==> config.mk <==
export PLATFORM = sky130hd
export DESIGN_NAME = mmc_dat_rx_packer
export DESIGN_NICKNAME = d
export VERILOG_FILES = /design/src/rtl/mmc_pkg.sv /design/src/rtl/mmc_sync_fifo.sv /design/src/rtl/mmc_dat_rx_packer.sv
export SDC_FILE = /design/constraint.sdc
export NUM_CORES = 1
export LEC_CHECK = 0
export CAP_MARGIN = 20
export CORE_ASPECT_RATIO = 1.2
export CORE_MARGIN = 5
export CORE_UTILIZATION = 25
export CTS_CLUSTER_DIAMETER = 120
export DETAILED_ROUTE_END_ITERATION = 8
export PLACE_DENSITY = 0.4
export SLEW_MARGIN = 20
export SYNTH_ARGS = -nofsm -noshare
export SYNTH_HDL_FRONTEND = slang
export SYNTH_SLANG_ARGS = --single-unit
export TNS_END_PERCENT = 50
==> constraint.sdc <==
create_clock -name clk_i -period 4.35 [get_ports clk_i]
set_input_delay 1.0875 -clock clk_i [delete_from_list [all_inputs] [get_ports clk_i]]
set_output_delay 1.0875 -clock clk_i [all_outputs]
set_load 0.05 [all_outputs]
==> src/rtl/mmc_pkg.sv <==
// Shared definitions for the MMC read-path blocks.
//   mmc_pk_state_e : packer FSM state encoding (IDLE / ACTIVE / FLUSH)
//   MMC_WORD_W     : width of a host-side data word
package mmc_pkg;

    localparam int MMC_WORD_W = 32;

    typedef enum logic [1:0] {
        MMC_PK_IDLE   = 2'd0,
        MMC_PK_ACTIVE = 2'd1,
        MMC_PK_FLUSH  = 2'd2
    } mmc_pk_state_e;

endpackage : mmc_pkg

==> src/rtl/mmc_sync_fifo.sv <==
// Synchronous first-word-fall-through FIFO.
//   clk_i, rst_i   : clock, synchronous active-high reset
//   flush_i        : empty the FIFO (pointers and level to zero), wins over push/pop
//   push_i, push_data_i : write request and word
//   pop_i          : take the head word; ignored while empty
//   rd_data_o      : head word (mem[rd_ptr]), meaningful only while valid_o
//   valid_o        : FIFO not empty
//   level_o        : number of words held (0..DEPTH)
//   full_o         : level_o == DEPTH
// A push while full succeeds only if a pop happens in the same cycle;
// otherwise the word is silently dropped (the caller detects that case).
module mmc_sync_fifo #(
    parameter int DEPTH  = 8,
    parameter int ADDR_W = 3,
    parameter int WIDTH  = 32
) (
    input  logic              clk_i,
    input  logic              rst_i,
    input  logic              flush_i,
    input  logic              push_i,
    input  logic [WIDTH-1:0]  push_data_i,
    input  logic              pop_i,
    output logic [WIDTH-1:0]  rd_data_o,
    output logic              valid_o,
    output logic [ADDR_W:0]   level_o,
    output logic              full_o
);

    localparam logic [ADDR_W:0] FULL_LEVEL = (ADDR_W+1)'(DEPTH);

    logic [WIDTH-1:0]  mem [DEPTH];
    logic [ADDR_W-1:0] wr_ptr_reg;
    logic [ADDR_W-1:0] rd_ptr_reg;
    logic [ADDR_W:0]   level_reg;
    logic              pop_ok;
    logic              push_ok;

    assign valid_o   = (level_reg != '0);
    assign full_o    = (level_reg == FULL_LEVEL);
    assign level_o   = level_reg;
    assign rd_data_o = mem[rd_ptr_reg];

    assign pop_ok  = pop_i & valid_o;
    // A pop frees the slot in the same cycle, so a full FIFO can still take a word.
    assign push_ok = push_i & (~full_o | pop_ok);

    always_ff @(posedge clk_i) begin
        if (push_ok && !flush_i) begin
            mem[wr_ptr_reg] <= push_data_i;
        end
    end

    always_ff @(posedge clk_i) begin
        if (rst_i || flush_i) begin
            wr_ptr_reg <= '0;
            rd_ptr_reg <= '0;
            level_reg  <= '0;
        end else begin
            if (push_ok) begin
                wr_ptr_reg <= wr_ptr_reg + 1'b1;
            end
            if (pop_ok) begin
                rd_ptr_reg <= rd_ptr_reg + 1'b1;
            end
            case ({push_ok, pop_ok})
                2'b10:   level_reg <= level_reg + 1'b1;
                2'b01:   level_reg <= level_reg - 1'b1;
                default: level_reg <= level_reg;
            endcase
        end
    end

endmodule : mmc_sync_fifo

==> src/rtl/mmc_dat_rx_packer.sv <==
// Packs the MMC DAT deserialiser byte stream little-endian into 32-bit words
// and buffers them in a FWFT FIFO for the host-side data port.
//   clk_i, rst_i            : clock, synchronous active-high reset
//   start_i                 : begin a read transfer (honoured in IDLE only)
//   abort_i                 : abandon transfer, empty FIFO (highest priority)
//   in_valid_i, in_data_i   : byte stream from the deserialiser
//   in_complete_i           : last block finished
//   out_valid_o, out_data_o : head word of the FIFO
//   out_accept_i            : consumer takes the head word
//   level_o                 : words held in the FIFO
//   overflow_o              : sticky, a word was dropped on a full FIFO
//   done_o                  : one-cycle pulse, transfer fully written to the FIFO
module mmc_dat_rx_packer
    import mmc_pkg::*;
#(
    parameter int DEPTH  = 8,
    parameter int ADDR_W = 3
) (
    input  logic                  clk_i,
    input  logic                  rst_i,
    input  logic                  start_i,
    input  logic                  abort_i,
    input  logic                  in_valid_i,
    input  logic [7:0]            in_data_i,
    input  logic                  in_complete_i,
    output logic                  out_valid_o,
    output logic [MMC_WORD_W-1:0] out_data_o,
    input  logic                  out_accept_i,
    output logic [ADDR_W:0]       level_o,
    output logic                  overflow_o,
    output logic                  done_o
);

    mmc_pk_state_e         state_reg;
    logic [1:0]            byte_cnt_reg;
    logic [MMC_WORD_W-1:0] partial_reg;
    logic                  overflow_reg;
    logic                  done_reg;

    logic                  push_next;
    logic [MMC_WORD_W-1:0] push_data_next;
    logic                  pop;
    logic                  fifo_full;
    logic                  drop;

    assign overflow_o = overflow_reg;
    assign done_o     = done_reg;
    assign pop        = out_valid_o & out_accept_i;
    assign drop       = push_next & fifo_full & ~pop;

    // Push decision. The partial word is cleared after every full-word push,
    // so in FLUSH its unused upper lanes are already zero.
    always_comb begin
        push_next      = 1'b0;
        push_data_next = partial_reg;
        if (!abort_i) begin
            if (state_reg == MMC_PK_ACTIVE && in_valid_i && byte_cnt_reg == 2'd3) begin
                push_next      = 1'b1;
                push_data_next = {in_data_i, partial_reg[23:0]};
            end else if (state_reg == MMC_PK_FLUSH && byte_cnt_reg != 2'd0) begin
                push_next = 1'b1;
            end
        end
    end

    always_ff @(posedge clk_i) begin
        if (rst_i) begin
            state_reg    <= MMC_PK_IDLE;
            byte_cnt_reg <= 2'd0;
            partial_reg  <= '0;
            overflow_reg <= 1'b0;
            done_reg     <= 1'b0;
        end else begin
            done_reg <= 1'b0;
            if (abort_i) begin
                state_reg    <= MMC_PK_IDLE;
                byte_cnt_reg <= 2'd0;
                partial_reg  <= '0;
                overflow_reg <= 1'b0;
            end else begin
                if (drop) begin
                    overflow_reg <= 1'b1;
                end
                case (state_reg)
                    MMC_PK_IDLE: begin
                        if (start_i) begin
                            state_reg    <= MMC_PK_ACTIVE;
                            byte_cnt_reg <= 2'd0;
                            partial_reg  <= '0;
                            overflow_reg <= 1'b0;
                        end
                    end
                    MMC_PK_ACTIVE: begin
                        if (in_valid_i) begin
                            if (byte_cnt_reg == 2'd3) begin
                                partial_reg <= '0;
                            end else begin
                                partial_reg[{byte_cnt_reg, 3'b000} +: 8] <= in_data_i;
                            end
                            byte_cnt_reg <= byte_cnt_reg + 2'd1;
                        end
                        // The coincident byte above is taken before leaving ACTIVE.
                        if (in_complete_i) begin
                            state_reg <= MMC_PK_FLUSH;
                        end
                    end
                    MMC_PK_FLUSH: begin
                        state_reg    <= MMC_PK_IDLE;
                        byte_cnt_reg <= 2'd0;
                        partial_reg  <= '0;
                        done_reg     <= 1'b1;
                    end
                    default: begin
                        state_reg <= MMC_PK_IDLE;
                    end
                endcase
            end
        end
    end

    mmc_sync_fifo #(
        .DEPTH  (DEPTH),
        .ADDR_W (ADDR_W),
        .WIDTH  (MMC_WORD_W)
    ) u_fifo (
        .clk_i       (clk_i),
        .rst_i       (rst_i),
        .flush_i     (abort_i),
        .push_i      (push_next),
        .push_data_i (push_data_next),
        .pop_i       (pop),
        .rd_data_o   (out_data_o),
        .valid_o     (out_valid_o),
        .level_o     (level_o),
        .full_o      (fifo_full)
    );

endmodule : mmc_dat_rx_packer

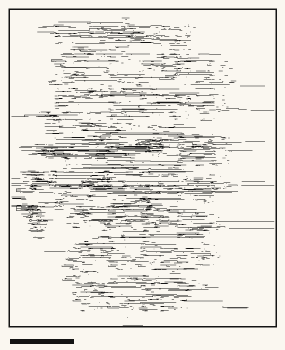
Figure 1: run 1, metal 1.
The bar under the picture is 50 um long.
main direction = horizontal
wire length on this layer = 12,000 um
nets with wire on the layer = 674

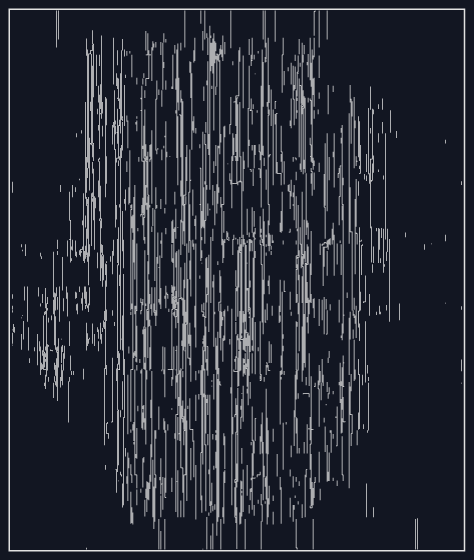
Figure 2: run 1, the metal 2 layer.
share of all routed wire = 52%
main direction = vertical
wire length on this layer = 14,400 um
nets with wire on the layer = 614
longest straight run = 92.5 um

==> results.toml, run 1 <==
# yosys + openroad results
[critical_path]
path_cells = "buf_12 > mux4_2 > mux2_2 > clkdlybuf4s50_1"
rrSetupSlack_ns = 1.45
worst_path_dominant_cell_family = "buffers and inverters"
rr_worst_depth = 7
path_buffers = 2
crit_path_end = "out_data_o[3]"
start_kind = "flop"
cpPeakStageDelay_ns = 0.72
crit_path_end_kind = "output pin"
cp.arrival_ns = 3.02
path_max_fanout = 19
r2r-end = "u_fifo.mem[0][14]"
worstPathRequired_ns = 3.26

[synthesis]
top_cells_by_area = "edfxtp_1 65%, mux4_2 12%, dfxtp_1 8.7%"
ys_sh_adder = 0.00743
yosysSeqAreaShare = 0.739
yosysMostFrequentCell = "edfxtp_1"
synthesis.nets = 632
yosys_cells = 610
ys_sh_mux = 0.164
ys_area_mm2 = 0.0118
top_area_cell = "edfxtp_1"
synthCells = 610
topCombFamilyByArea = "multiplexers"
netlist_top_cells_count = "256 x edfxtp_1, 64 x mux4_2, 51 x dfxtp_1"
ys_warn_count = 0
top_area_frac = 0.652
yosysUniqueCellTypes = 50
synthSimpleGateAreaFrac = 0.0473
synth_area_mm2 = 0.0118
synth_top_flop_cell = "edfxtp_1"

[global_route]
use_met2 = 0.196
grt_max_degree = 43
antenna_found_initial = 0
grt_pass1_wl_um = 41800
track_usage = 0.107
grt_overflow_total = 0

[sta]
fmax_mhz = 243
setup_slack_ns = 0.242
rsz0062_at_grt = "false"
worstMarginPinSlew_ns = 0.876
finalHoldViolations = 0
fin_crit_sh = 0.944
drv_slew = 0
report.final.setup_viol = 0
clock_skew_ns = 0.0122
tns_ns = 0
slew_headroom = 0.416

[outcome]
status = "completed"

[die]
dieHeight_um = 248
rows = 87
chip_area_mm2 = 0.0516
coreArea_mm2 = 0.0468
io_pins = 54
die_w_um = 208
initial_core_util = 0.252

[clock_tree]
path_clk_slew_ns = 0.06
cts.sinks = 307
cts.htree.levels = 1
numCtsBuffers = 29
root_buffer = "clkbuf_16"
cts_setup_buffers = 0
postCtsHoldBufs = 0

[finish]
clkCellAreaFrac = 0.0646
logic_area_mm2 = 0.00300
seq_share = 0.611
final-nonclk-buf-share = 0.0584
final.clkbuf_count = 37
largest_reg_flops = 256
nNetsFinal = 704
fill_cells = 4584
finalCoreUtilization = 0.305
lay_top_count = "edfxtp_1"
drive_gt1_frac = 0.260
fin_area_mm2 = 0.0143
num-nonclk-inverters = 4
multi_input_comb_cells = 270
comb_share = 0.210
antenna_cells = 0
n_all_buffers = 70

[power_and_ir_drop]
p_comb_frac = 0.012
p_sw_frac = 0.195
maxPowerGroup = "registers"
pg_comb_mw = 0.0662
p_switching_mw = 1.11
ir_drop_mv = 0.290
seqPwrFrac = 0.555
p_clk_mw = 2.45

[drt]
drtPass1Iterations = 4
wl_met2_um = 14400
wl_per_cell_um = 20.8
antenna_left = 0
drtIter0Drc = 311
dr_wl_met3_um = 796
drt-met1-wl_um = 12000
drc_errors = 0

[placed_design]
placedInstanceArea_mm2 = 0.0133
dp_hpwl_um = 16100
placed_cells = 1274
place_congestion = 0.703
io_buffers = 53

[hold_path]
worstHoldStart = "partial_reg[25]"
hold_depth = 1
hold_path_class = "flop to flop"
holdPathEnd = "partial_reg[25]"

[run]
drv_cap = 0
warnings = 30
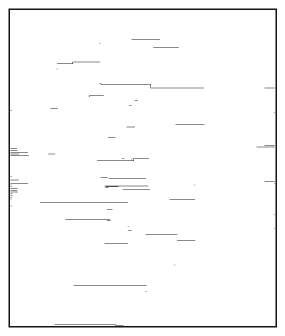
Figure 3: run 1, metal 3.
nets with wire on the layer = 44
wire length on this layer = 797 um
share of all routed wire = 2.9%
main direction = horizontal
longest straight run = 68.8 um
routed via count: 5,738
met3 Resource Use GR: 0.0126
final wirelength: 27,700 um

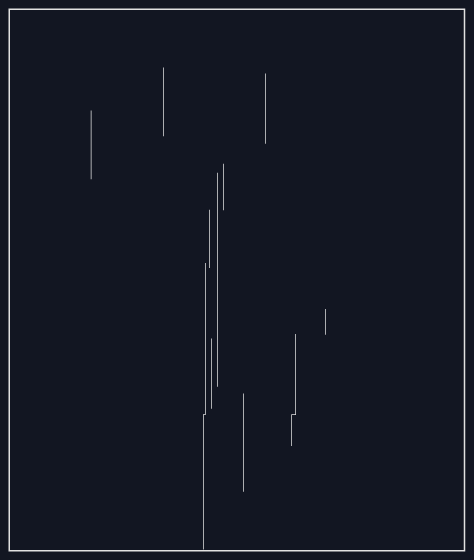
Figure 4: run 1, the metal 4 layer.
main direction = vertical
longest straight run = 97.9 um
share of all routed wire = 1.9%
wire length on this layer = 513 um

Figure 5. Routing congestion (run 1).
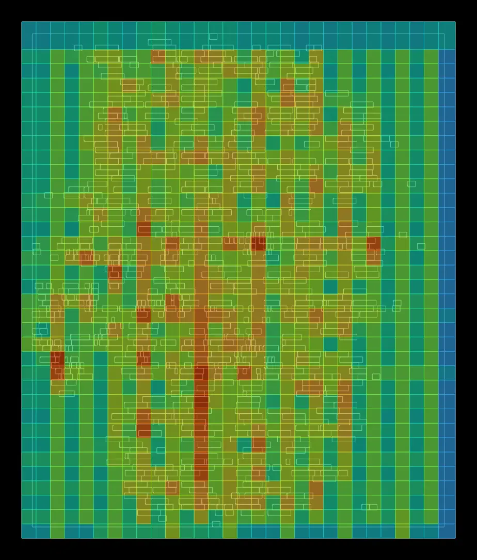

==> inputs of run 2 (changes only) <==
ABC_CLOCK_PERIOD_IN_PS = 4350   (was not set)
CELL_PAD_IN_SITES_DETAIL_PLACEMENT = 0   (was not set)
CELL_PAD_IN_SITES_GLOBAL_PLACEMENT = 1   (was not set)
PLACE_DENSITY = 0.44   (was 0.4)
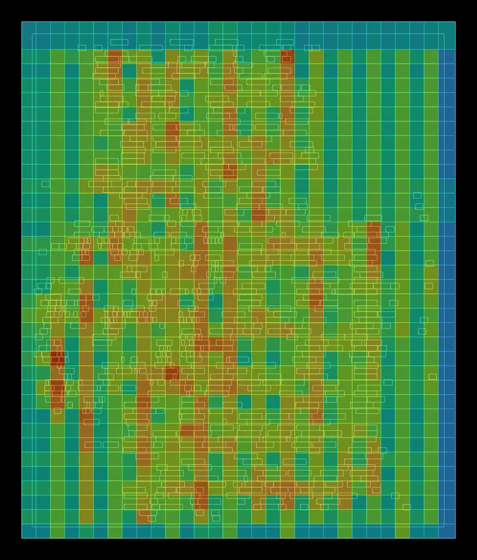
Figure 6: run 2, routing congestion.
met2 Usage GRT: 0.190
met1 Resource Use GR: 0.126
WL/cell: 19.9 um
gr usage total: 0.103
busiest layer in global routing: met2

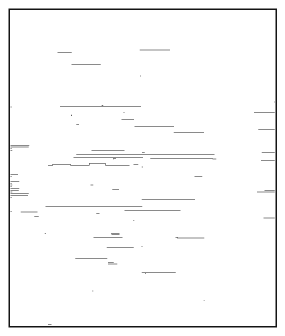
Figure 7: run 2, metal 3.
wire length on this layer = 1,010 um
main direction = horizontal
final wirelength: 26,500 um
met3 Resource Use GR: 0.0150

==> results.toml, run 2 <==
# yosys + openroad results
[outcome]
status = "completed"

[drt]
drtIter0Drc = 305
wl_met2_um = 14200
dr_wl_met3_um = 1010
drc_errors = 0
vias = 5772
antenna_left = 0
drt-met1-wl_um = 10900
drtPass1Iterations = 4

[sta]
drv_slew = 0
fin_crit_sh = 0.949
setup_slack_ns = 0.221
fmax_mhz = 242
hold-worst-slack_ns = 0.453
slew_headroom = 0.427
tns_ns = 0
report.final.setup_viol = 0
finalHoldViolations = 0
worstMarginPinSlew_ns = 0.857
clock_skew_ns = 0.0211
rsz0062_at_grt = "false"

[hold_path]
hold_depth = 1
holdPathEnd = "partial_reg[30]"
worstHoldStart = "partial_reg[30]"
hold_path_class = "flop to flop"

[clock_tree]
cts.sinks = 307
cts_setup_buffers = 0
postCtsHoldBufs = 0
cts.htree.levels = 1
root_buffer = "clkbuf_16"
path_clk_slew_ns = 0.06
numCtsBuffers = 31
ctsResizeCount = 0

[die]
rows = 87
initial_core_util = 0.252
die_w_um = 208
io_pins = 54
coreArea_mm2 = 0.0468
dieHeight_um = 248
nWellTaps = 623
chip_area_mm2 = 0.0516

[placed_design]
placedInstanceArea_mm2 = 0.0132
io_buffers = 53
place_congestion = 0.708
placed_cells = 1274
dp_hpwl_um = 16500

[finish]
regArea_mm2 = 0.00871
final-nonclk-buf-share = 0.0514
syn_to_final_growth_pct = 21.0
largest_reg_flops = 256
fin_area_mm2 = 0.0143
fill_cells = 4593
lay_top_count = "edfxtp_1"
num-nonclk-inverters = 4
finalCoreUtilization = 0.305
logic_area_mm2 = 0.00301
n_all_buffers = 70
antenna_cells = 0
clkCellAreaFrac = 0.0709
final.clkbuf_count = 48
comb_share = 0.211
multi_input_comb_cells = 270
nNetsFinal = 706
seq_share = 0.611
drive_gt1_frac = 0.263

[synthesis]
netlist_top_cells_count = "256 x edfxtp_1, 64 x mux4_2, 51 x dfxtp_1"
top_cells_by_area = "edfxtp_1 65%, mux4_2 12%, dfxtp_1 8.7%"
top_area_frac = 0.652
ys_warn_count = 0
synth-edff-count = 256
synthesis.nets = 632
synth_area_mm2 = 0.0118
ys_area_mm2 = 0.0118
synthCells = 610
synthSimpleGateAreaFrac = 0.0473
yosysMostFrequentCell = "edfxtp_1"
top_area_cell = "edfxtp_1"
ys_sh_mux = 0.164
synth_top_flop_cell = "edfxtp_1"
ys_sh_adder = 0.00743
yosysUniqueCellTypes = 50
yosysSeqAreaShare = 0.739
topCombFamilyByArea = "multiplexers"
synth_flops = 307
yosys_cells = 610

[power_and_ir_drop]
pg_comb_mw = 0.0612
maxPowerGroup = "registers"
seqPwrFrac = 0.541
p_clk_mw = 2.61
ir_drop_mv = 0.296
p_comb_frac = 0.011
p_switching_mw = 1.12
p_int_mw = 4.70
p_sw_frac = 0.192
p_total_mw = 5.81

[critical_path]
worst_path_dominant_cell_family = "buffers and inverters"
cpPeakStageDelay_ns = 0.72
rrSetupSlack_ns = 1.14
path_buffers = 2
start_kind = "flop"
worstPathRequired_ns = 3.26
rr_worst_depth = 7
path_max_fanout = 64
r2r-end = "u_fifo.mem[7][18]"
cp.arrival_ns = 3.04
crit_path_end_kind = "output pin"
crit_path_end = "out_data_o[24]"
path_cells = "buf_12 > mux4_2 > mux2_2 > clkdlybuf4s50_1"

[global_route]
grt_overflow_total = 0
grt_pass1_wl_um = 40700
antenna_found_initial = 0
grt_max_degree = 65

[run]
warnings = 30
drv_cap = 0
